**config.mk**
```make
export PLATFORM = sky130hd
export DESIGN_NAME = spi_ram_bridge
export DESIGN_NICKNAME = d
export VERILOG_FILES = /design/src/rtl/spi_ram_bridge.sv
export SDC_FILE = /design/constraint.sdc
export NUM_CORES = 1
export LEC_CHECK = 0
export CELL_PAD_IN_SITES_DETAIL_PLACEMENT = 0
export CELL_PAD_IN_SITES_GLOBAL_PLACEMENT = 1
export CORE_ASPECT_RATIO = 0.8
export CORE_MARGIN = 5
export CORE_UTILIZATION = 30
export CTS_CLUSTER_SIZE = 24
export DETAILED_ROUTE_END_ITERATION = 8
export PLACE_DENSITY = 0.67
export SLEW_MARGIN = 20
export SYNTH_ARGS = -nofsm -noshare
export SYNTH_HDL_FRONTEND = slang
export SYNTH_SLANG_ARGS = --single-unit
export TNS_END_PERCENT = 10
```
**constraint.sdc**
```tcl
create_clock -name clk -period 12.4 [get_ports clk]
set_input_delay 1.86 -clock clk [delete_from_list [all_inputs] [get_ports clk]]
set_output_delay 1.86 -clock clk [all_outputs]
set_load 0.005 [all_outputs]
```
**src/rtl/spi_ram_bridge.sv**
```systemverilog
// SPI mode-0 slave that drives a single-port synchronous RAM so a host can load
// and read back memory: command byte, address byte, then auto-incrementing words.
module spi_ram_bridge #(
  parameter int ADDR_WIDTH = 8,
  parameter int DATA_WIDTH = 32
) (
  input  logic                  clk,
  input  logic                  rst,
  input  logic                  spi_sclk,
  input  logic                  spi_cs_n,
  input  logic                  spi_mosi,
  output logic                  spi_miso,
  output logic                  spi_miso_oe,
  output logic                  mem_en,
  output logic                  mem_we,
  output logic [ADDR_WIDTH-1:0] mem_addr,
  output logic [DATA_WIDTH-1:0] mem_wdata,
  input  logic [DATA_WIDTH-1:0] mem_rdata,
  output logic                  busy
);

  localparam int CNT_W = $clog2(DATA_WIDTH);
  localparam logic [CNT_W-1:0] BYTE_LAST = CNT_W'(7);
  localparam logic [CNT_W-1:0] WORD_LAST = CNT_W'(DATA_WIDTH - 1);
  localparam logic [CNT_W-1:0] CNT_ONE = CNT_W'(1);
  localparam logic [ADDR_WIDTH-1:0] ADDR_ONE = ADDR_WIDTH'(1);

  typedef enum logic [2:0] {IDLE, CMD, ADDR, WDATA, RDATA, IGNORE} state_t;

  logic [2:0] pin_raw;
  logic [2:0] pin_sync;
  assign pin_raw = {spi_mosi, spi_cs_n, spi_sclk};

  genvar gi;
  generate
    for (gi = 0; gi < 3; gi++) begin : g_sync
      logic meta_reg;
      logic sync_reg;
      always_ff @(posedge clk or posedge rst) begin
        if (rst) begin
          meta_reg <= 1'b0;
          sync_reg <= 1'b0;
        end else begin
          meta_reg <= pin_raw[gi];
          sync_reg <= meta_reg;
        end
      end
      assign pin_sync[gi] = sync_reg;
    end
  endgenerate

  logic sclk_s, cs_s, mosi_s;
  assign sclk_s = pin_sync[0];
  assign cs_s   = pin_sync[1];
  assign mosi_s = pin_sync[2];

  state_t                state_reg;
  logic                  sclk_d_reg, cs_d_reg, is_read_reg, busy_reg;
  logic [CNT_W-1:0]      bit_cnt_reg;
  logic [DATA_WIDTH-1:0] word_reg, shift_reg, buf_reg;
  logic [ADDR_WIDTH-1:0] addr_reg, mem_addr_reg;
  logic [DATA_WIDTH-1:0] mem_wdata_reg;
  logic                  mem_en_reg, mem_we_reg;
  logic                  load_pend_reg, first_load_reg;
  logic [1:0]            rd_pipe_reg;

  logic                  rise, fall, cs_fall;
  logic [7:0]            new_byte;
  logic [DATA_WIDTH-1:0] new_word;
  assign rise     = sclk_s & ~sclk_d_reg;
  assign fall     = ~sclk_s & sclk_d_reg;
  assign cs_fall  = ~cs_s & cs_d_reg;
  assign new_byte = {word_reg[6:0], mosi_s};
  assign new_word = {word_reg[DATA_WIDTH-2:0], mosi_s};

  always_ff @(posedge clk or posedge rst) begin
    if (rst) begin
      state_reg      <= IDLE;
      sclk_d_reg     <= 1'b0;
      cs_d_reg       <= 1'b0;
      is_read_reg    <= 1'b0;
      busy_reg       <= 1'b0;
      bit_cnt_reg    <= '0;
      word_reg       <= '0;
      shift_reg      <= '0;
      buf_reg        <= '0;
      addr_reg       <= '0;
      mem_addr_reg   <= '0;
      mem_wdata_reg  <= '0;
      mem_en_reg     <= 1'b0;
      mem_we_reg     <= 1'b0;
      load_pend_reg  <= 1'b0;
      first_load_reg <= 1'b0;
      rd_pipe_reg    <= '0;
    end else begin
      sclk_d_reg  <= sclk_s;
      cs_d_reg    <= cs_s;
      mem_en_reg  <= 1'b0;
      mem_we_reg  <= 1'b0;
      rd_pipe_reg <= {rd_pipe_reg[0], 1'b0};
      // rd_pipe[1] marks the cycle in which the synchronous RAM presents data
      if (rd_pipe_reg[1] && state_reg == RDATA && !cs_s) begin
        buf_reg <= mem_rdata;
        if (first_load_reg) begin
          shift_reg      <= mem_rdata;
          first_load_reg <= 1'b0;
        end
      end
      if (cs_s) begin
        state_reg      <= IDLE;
        busy_reg       <= 1'b0;
        bit_cnt_reg    <= '0;
        shift_reg      <= '0;
        load_pend_reg  <= 1'b0;
        first_load_reg <= 1'b0;
        rd_pipe_reg    <= '0;
      end else begin
        case (state_reg)
          IDLE: begin
            if (cs_fall) begin
              state_reg   <= CMD;
              busy_reg    <= 1'b1;
              bit_cnt_reg <= '0;
            end
          end
          CMD: begin
            if (rise) begin
              word_reg    <= new_word;
              bit_cnt_reg <= bit_cnt_reg + CNT_ONE;
              if (bit_cnt_reg == BYTE_LAST) begin
                bit_cnt_reg <= '0;
                is_read_reg <= (new_byte == 8'h03);
                if (new_byte == 8'h02 || new_byte == 8'h03) state_reg <= ADDR;
                else state_reg <= IGNORE;
              end
            end
          end
          ADDR: begin
            if (rise) begin
              word_reg    <= new_word;
              bit_cnt_reg <= bit_cnt_reg + CNT_ONE;
              if (bit_cnt_reg == BYTE_LAST) begin
                bit_cnt_reg <= '0;
                addr_reg    <= new_byte[ADDR_WIDTH-1:0];
                if (is_read_reg) begin
                  state_reg      <= RDATA;
                  mem_en_reg     <= 1'b1;
                  mem_addr_reg   <= new_byte[ADDR_WIDTH-1:0];
                  rd_pipe_reg    <= 2'b01;
                  first_load_reg <= 1'b1;
                end else begin
                  state_reg <= WDATA;
                end
              end
            end
          end
          WDATA: begin
            if (rise) begin
              word_reg    <= new_word;
              bit_cnt_reg <= bit_cnt_reg + CNT_ONE;
              if (bit_cnt_reg == WORD_LAST) begin
                bit_cnt_reg   <= '0;
                mem_en_reg    <= 1'b1;
                mem_we_reg    <= 1'b1;
                mem_addr_reg  <= addr_reg;
                mem_wdata_reg <= new_word;
                addr_reg      <= addr_reg + ADDR_ONE;
              end
            end
          end
          RDATA: begin
            if (rise) begin
              bit_cnt_reg <= bit_cnt_reg + CNT_ONE;
              if (bit_cnt_reg == WORD_LAST) begin
                bit_cnt_reg   <= '0;
                addr_reg      <= addr_reg + ADDR_ONE;
                mem_en_reg    <= 1'b1;
                mem_addr_reg  <= addr_reg + ADDR_ONE;
                rd_pipe_reg   <= 2'b01;
                load_pend_reg <= 1'b1;
              end
            end
            // A falling edge at a word boundary loads the prefetched word instead
            // of shifting; the one before the first data bit leaves the MSB alone.
            if (fall) begin
              if (bit_cnt_reg == '0) begin
                if (load_pend_reg) begin
                  shift_reg     <= buf_reg;
                  load_pend_reg <= 1'b0;
                end
              end else begin
                shift_reg <= {shift_reg[DATA_WIDTH-2:0], 1'b0};
              end
            end
          end
          IGNORE: ;
          default: state_reg <= IDLE;
        endcase
      end
    end
  end

  assign spi_miso    = shift_reg[DATA_WIDTH-1];
  assign spi_miso_oe = busy_reg;
  assign busy        = busy_reg;
  assign mem_en      = mem_en_reg;
  assign mem_we      = mem_we_reg;
  assign mem_addr    = mem_addr_reg;
  assign mem_wdata   = mem_wdata_reg;

endmodule

```
Figure 1. Signal wires on met1.
Scale: 1.5 px per µm. Supply wires on this layer in gray.
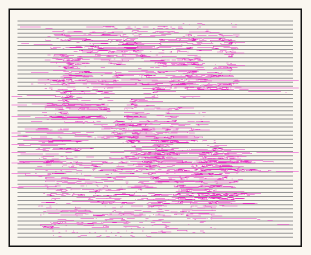
wire length on this layer: 9700 µm
main direction: horizontal

Figure 2. The clock network.
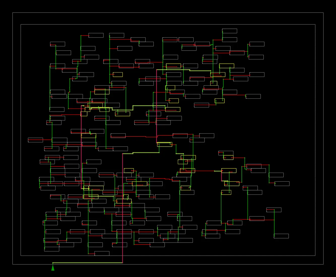
seq_cells: 167
clk sinks: 167
Latency at later pin: 0.44 ns
CLK BUF: 17

==> results.toml <==
# synthesis and place-and-route metrics
[layout]
areaGrowthSynthToFinish_pct = 21.75
layout.cells.most_common = "dfrtp_1"
lay_top_cells = "dfrtp_1 (166), mux2_2 (96), clkdlybuf4s50_1 (81)"
finalNonFillerCells = 1094
drive_gt1_share_pct = 25.10
fin_nets = 765
fillers = 2572
antennaDiodeCount = 0

[global_route]
antenna_found_initial = 1
grt_start_max_net_pins = 110
grt_pass1_wl_um = 31160
grt_pass1_vias = 5587
grt_usage_pct = 12.49
overflow = 0

[clock_tree]
ctsRootBufferMaster = "clkbuf_16"
post_cts_buffers = 0
path_clk_slew_ns = 0.08
cts_buffer_depth = 2
tritoncts = "done"
cts_made_buffers = 17
htree_levels = 4
postCtsHoldBufs = 0
ctsResizeCount = 0

[placement]
place_congestion = 0.7780
dp_cells = 1062
dp_hpwl_um = 11520
port_buffers = 81
pre_cts_ws_ns = 8.408

[timing]
min_period_ns = 3.243
final_max_slew_viol_count = 0
worst_slack_ns = 9.157
fin_setup_tns_ns = 0
skew_ns = 0.01607
setup_viol = 0
relSlewSlack_pct = 32.95
clock.fmax_ghz = 0.3084
hold_viol = 0
finalCritPeriodShare_pct = 26.15
rsz0062_at_grt = "false"
whs_ns = 0.3563
tightest_slew_ns = 1.006

[setup_path]
cp.depth = 3
worst-path-buf-inv = 3
r2r_cells = 3
worst_setup_path_start_kind = "primary input"
critPathRequiredTime_ns = 12.89
cpPeakStageDelay_ns = 0.72
setup.worst_path.end_class = "async pin"
cp.arrival_ns = 3.74
worstPathCellList = "clkdlybuf4s50_1 > inv_8 > buf_4"
critical_path.slowest_cell = "buf_4"
path_max_fanout = 109
crit_type = "in -> async"
critPathTopFamily = "buffers and inverters"

[logic_synthesis]
floorplan.nets = 705
area_leaders = "dfrtp_1 (52%), mux2_2 (13%), a221oi_2 (5.4%)"
yosys_most_used_dff = "dfrtp_1"
synth-edff-count = 0
syn-instance-count = 664
syn_area_per_cell_um2 = 12.20
ys_ff = 167
ys_warn_count = 0
ys_types = 67
ys_cells = 664
yosysChipArea_um2 = 8099
ys_async_sr_fraction_pct = 100.0
synth_area_um2 = 8099
top_area_share_pct = 51.60
synth_seq_share_pct = 51.60
yosysTopAreaCell = "dfrtp_1"

[run_status]
status = "finished, final reports clean"

[route]
dr.pass1.iters = 4
ant_nets = 0
drc = 0
routed_wl_um = 18940
routed_via_density = 5.056
routed-via-count = 5531
drt_iter0_drc = 372
route.detailed.wl_per_inst_um = 17.31

[power_and_ir_drop]
power_density_nw_per_um2 = 124.7
p_total_mw = 1.230
p_leak_nw = 4.276
peakVddDrop_mv = 0.09010

[floorplan]
die_w_um = 193.7
core_area_um2 = 26460
row_count = 53
die.size.y_um = 157.0
io_pins = 82
fp_util_pct = 30.61
dieArea_um2 = 30400

[worst_hold_path]
hold_path_depth = 0
min_path_type = "reg -> reg"

[flow_run]
maxCapViolCount = 0
tool_warnings = 29
Figure 3. Clock network drawn from the DEF.
Scale: 2 px per µm.
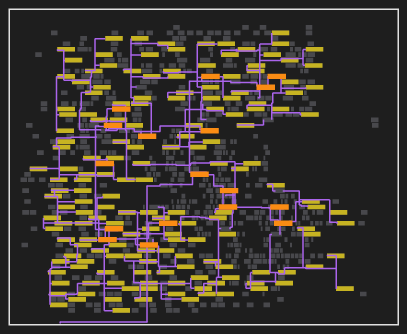
[yellow] flip-flops | count: 167
[purple] clock wires | length: 2360 µm
[orange] clock-net drivers | count: 17
routed clock nets: 18

Figure 4. Signal wires on met3.
Scale: 2 px per µm. Cells faint in the background.
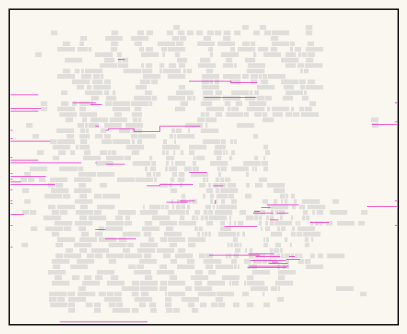
longest straight run: 43.5 µm
main direction: horizontal
wire length on this layer: 654 µm
share of all routed wire: 3.5%

[worst register-to-register path, stage by stage, from the launching register on]
cell      delay [ns]
dfrtp_1         0.85
or3b_4          0.58
a2111o_2        0.88
a221oi_1        0.42
[Yosys cell counts, drive strengths merged, types with 5 or more instances]
library cell / number
nor2: 17
o21ai: 52
o22ai: 8
clkbuf: 26
inv: 18
o221ai: 5
a21oi: 17
nand2: 14
nand3: 17
nand3b: 32
or3: 5
a221oi: 32
nor2b: 7
nor3: 10
buf: 25
mux2: 96
mux2i: 38
nor3b: 6
dfrtp: 167
[worst paths after layout]
kind	startpoint	endpoint	slack, ns
max in group clk	busy	busy	9.18
min	g_sync[2].meta_reg	g_sync[2].sync_reg	0.36
max	rst	word_reg[16]	9.16
min in group asynchronous	rst	buf_reg[4]	1.97
max reg2reg	state_reg[2]	shift_reg[31]	9.58
min reg2reg	g_sync[2].meta_reg	g_sync[2].sync_reg	0.36
[final cells by class]
class | count | area (µm²) | share of cell area (%)
Clock buffer | 17 | 425.4 | 4.314
Clock inverter | 15 | 211.5 | 2.144
Tap cell | 357 | 446.7 | 4.530
Inverter | 18 | 75.07 | 0.7613
Timing Repair Buffer | 92 | 893.4 | 9.060
Sequential cell | 167 | 4180 | 42.39
Multi-Input combinational cell | 428 | 3628 | 36.80
[power by group]
group / switching (mW) / internal [mW] / total, mW
logic: 0.0608 / 0.0402 / 0.101
clock network: 0.278 / 0.282 / 0.560
registers: 0.0130 / 0.556 / 0.569
total: 0.352 / 0.877 / 1.23
[cells by family after synthesis]
group | share of synthesized area (%)
flops | 51.60
compound gates | 14.88
simple gates | 10.69
mux | 18.04
buf+inv | 3.831
fa+ha+maj | 0.7416
xor+xnor | 0.2163
[metal layers]
layer / GRT usage (%) / vias to the layer above / routed length, µm
met5: 0 / - / 12
met4: 3.337 / 2 / 172
met3: 2.739 / 12 / 654
met2: 18.50 / 95 / 8396
met1: 18.53 / 2812 / 9701
li1: - / 2610 / -
[metrics by stage]
step / area, µm² / util, %
6_report: 9861 / 37.27
5_1_grt: 9861 / 37.27
4_1_cts: 9858 / 37.26
3_5_place_dp: 9221 / 34.85
3_3_place_gp: 9221 / 34.85
2_1_floorplan: 8099 / -
